File: src/rtl/core_fetch_queue.sv
// core_fetch_queue: instruction-fetch front end with a DEPTH-entry prefetch queue.
// Ports:
//   clk, rst_n                 clock, asynchronous active-low reset
//   i_boot_addr                first fetch address after reset (bits [1:0] ignored)
//   i_redirect, i_redirect_target  flush queue and restart fetch at target
//   i_deq                      consumer pops the head entry
//   o_valid, o_pc, o_instr     head entry (pc/instr are 0 when empty)
//   o_count                    occupied entries, 0..DEPTH
//   o_rd_req, o_rd_addr        instruction-bus read request and address
//   i_rd_gnt, i_rd_data        grant (same cycle as request), data (cycle after grant)
module core_fetch_queue #(
   parameter int DEPTH = 4,
   parameter int CNT_W = $clog2(DEPTH+1)
) (
   input  logic             clk,
   input  logic             rst_n,
   input  logic [31:0]      i_boot_addr,
   input  logic             i_redirect,
   input  logic [31:0]      i_redirect_target,
   input  logic             i_deq,
   output logic             o_valid,
   output logic [31:0]      o_pc,
   output logic [31:0]      o_instr,
   output logic [CNT_W-1:0] o_count,
   output logic             o_rd_req,
   output logic [31:0]      o_rd_addr,
   input  logic             i_rd_gnt,
   input  logic [31:0]      i_rd_data
);
   localparam int PTR_W = $clog2(DEPTH);
   localparam logic [CNT_W-1:0] L_FULL   = CNT_W'(DEPTH);
   localparam logic [CNT_W-1:0] L_ALMOST = CNT_W'(DEPTH-1);

   logic [31:0]      r_fpc;
   logic [31:0]      r_resp_pc;
   logic             r_run;
   logic             r_inflight;
   logic [PTR_W-1:0] r_head;
   logic [PTR_W-1:0] r_tail;
   logic [CNT_W-1:0] r_count;
   logic [31:0]      r_pc_mem    [DEPTH];
   logic [31:0]      r_instr_mem [DEPTH];

   logic [31:0] w_boot;
   logic        w_req;
   logic        w_acc;
   logic        w_wr;
   logic        w_rd;

   // An in-flight response already owns one slot, so it counts against capacity.
   always_comb begin
      w_boot    = {i_boot_addr[31:2], 2'b00};
      w_req     = r_run & ~i_redirect & (r_inflight ? (r_count < L_ALMOST) : (r_count < L_FULL));
      w_acc     = w_req & i_rd_gnt;
      w_wr      = r_inflight & ~i_redirect;
      o_valid   = r_count != '0;
      w_rd      = i_deq & o_valid & ~i_redirect;
      o_pc      = o_valid ? r_pc_mem[r_head] : '0;
      o_instr   = o_valid ? r_instr_mem[r_head] : '0;
      o_count   = r_count;
      o_rd_req  = w_req;
      // Before run is set, fpc has not yet captured the boot address.
      o_rd_addr = r_run ? r_fpc : w_boot;
   end

   always_ff @(posedge clk or negedge rst_n) begin
      if (!rst_n) begin
         r_run      <= 1'b0;
         r_inflight <= 1'b0;
         r_fpc      <= '0;
         r_resp_pc  <= '0;
         r_head     <= '0;
         r_tail     <= '0;
         r_count    <= '0;
      end else begin
         r_run      <= 1'b1;
         r_inflight <= w_acc;
         if (i_redirect)
            r_fpc <= {i_redirect_target[31:2], 2'b00};
         else if (!r_run)
            r_fpc <= w_boot;
         else if (w_acc)
            r_fpc <= r_fpc + 32'd4;
         if (w_acc)
            r_resp_pc <= r_fpc;
         if (i_redirect) begin
            r_head  <= '0;
            r_tail  <= '0;
            r_count <= '0;
         end else begin
            if (w_wr)
               r_tail <= r_tail + PTR_W'(1);
            if (w_rd)
               r_head <= r_head + PTR_W'(1);
            r_count <= r_count + CNT_W'(w_wr) - CNT_W'(w_rd);
         end
      end
   end

   // Storage needs no reset: entries are only visible while count covers them.
   always_ff @(posedge clk) begin
      if (w_wr) begin
         r_pc_mem[r_tail]    <= r_resp_pc;
         r_instr_mem[r_tail] <= i_rd_data;
      end
   end
endmodule
File: config.mk
export PLATFORM = sky130hd
export DESIGN_NAME = core_fetch_queue
export DESIGN_NICKNAME = d
export VERILOG_FILES = /design/src/rtl/core_fetch_queue.sv
export SDC_FILE = /design/constraint.sdc
export NUM_CORES = 1
export LEC_CHECK = 0
export ABC_CLOCK_PERIOD_IN_PS = 3560
export CAP_MARGIN = 20
export CORE_MARGIN = 1.5
export CORE_UTILIZATION = 40
export CTS_BUF_LIST = sky130_fd_sc_hd__clkbuf_4
export CTS_CLUSTER_SIZE = 30
export DETAILED_ROUTE_END_ITERATION = 8
export PLACE_DENSITY_LB_ADDON = 0.05
export SLEW_MARGIN = 30
export SYNTH_ARGS = -nofsm -noshare
export SYNTH_HDL_FRONTEND = slang
export SYNTH_SLANG_ARGS = --single-unit
File: constraint.sdc
create_clock -name clk -period 3.56 [get_ports clk]
set_clock_uncertainty 0.15 [all_clocks]
set_input_delay 0.712 -clock clk [delete_from_list [all_inputs] [get_ports clk]]
set_output_delay 0.712 -clock clk [all_outputs]
set_load 0.02 [all_outputs]
Routed clock nets over the placement:
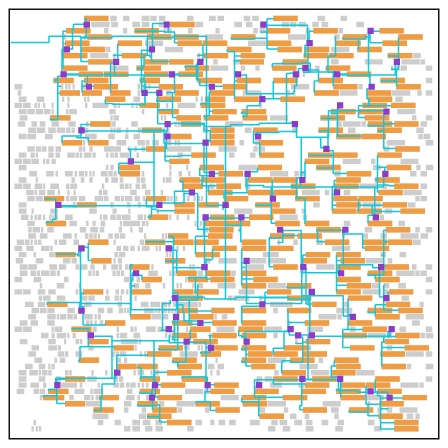
clock-net drivers -> purple  # count 82
flip-flops -> orange  # count 317
clock wires -> cyan  # length 4230 um
flops lie = spread over the die
routed clock nets = 83
clock latency on the worst-skew pair: 0.69 ns
Clk network pwr share: 30.4%
Clk. pwr: 0.00306 W

The clock network:
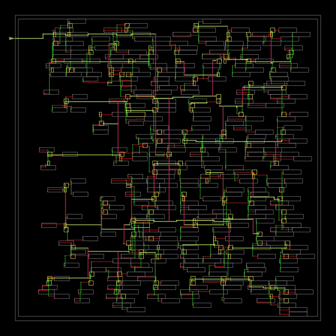
Flop Count: 317
Clock Buffer Count: 113
CTS Buf Count: 82

Sizing map:
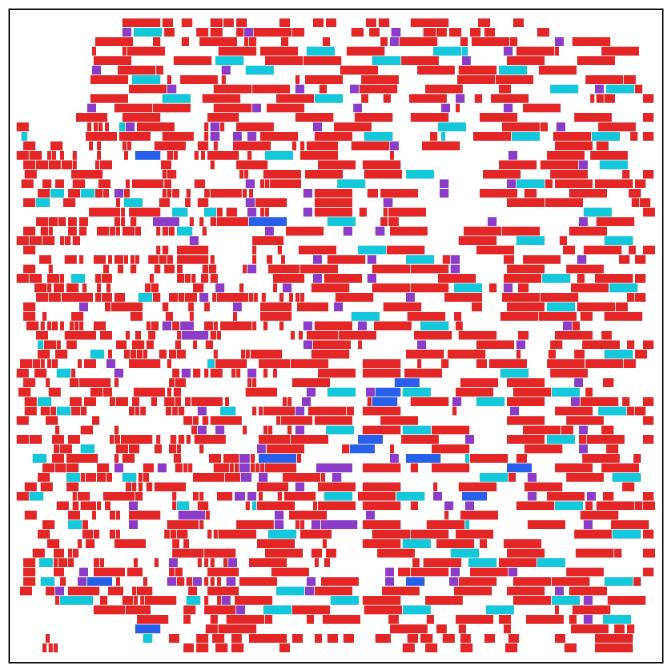
x1 and smaller -> red  # cells 973, most used edfxtp_1
x2 -> cyan  # cells 97, most used mux4_2
x3 and x4 -> purple  # cells 138, most used clkbuf_4
x6 and larger -> blue  # cells 14, most used buf_12
final instance area: 17200 um^2
setup slack after layout: 0.174 ns
area grow syn2layout: 26.4%
count of non-CTS buffers in the layout: 221

==> impl_metrics.toml <==
# implementation run metrics
[timing]
finalMaxSlewViolations = 0
fin_crit_sh_pct = 95.1
hold_violations = 0
rsz0062_at_grt = "no"

[power_and_ir_drop]
comb_cell_power_w = 0.00237
comb_power_share_pct = 23.5

[finish]
regArea_um2 = 9180
fillers = 2956
comb_share_pct = 24.0
seq_share_pct = 53.5
final_nets = 1267
clk_share_pct = 6.05
num_antenna_cells = 2
drive_gt1_share_pct = 20.4
nMultiInputCombCells = 524
mostFrequentLayoutCells = "edfxtp_1 (248), nand2_1 (146), clkdlybuf4s50_1 (129)"

[floorplanning]
die_width_um = 187
chip_area_um2 = 35100
rows = 67
nWellTaps = 448

[route]
drcViolationCount = 0
via_count = 8485
ant_nets = 0
dr_wl_met3_um = 2100
routed_wl_um = 31900
wl_met1_um = 14700
wl_per_cell_um = 19.1

[setup_path]
crit_slowest_cell = "clkdlybuf4s50_1"
endpoint_kind = "output pin"
timing.reg2reg.setup_slack_ns = 0.75
worstReg2RegStart = "o_count[0]"
cp_max_fo = 11

[worst_hold_path]
hold_path_startpoint = "r_resp_pc[9]"

[global_route]
grtUsageMet1_pct = 25.8
grt.overflow.total = 0
grt_first_pass_wirelength_um = 50600
grt_pass1_vias = 9015
grt_util_met3_pct = 5.27

[cts]
cts_root_buffer = "clkbuf_4"
clock_sinks = 317
postCtsSetupBuffers = 1

[flow_run]
maxCapViolations = 0
warning_count = 34

[synth]
synth.most_common_cell = "edfxtp_1"
ys_sh_adder_pct = 0.884
synthCells = 909
synth_area_per_cell_um2 = 14.9

[outcome]
status = "finished, final reports clean"

[placement]
io_buffers = 193
Power figures rest on the tool's default switching activity, not on a simulated workload.
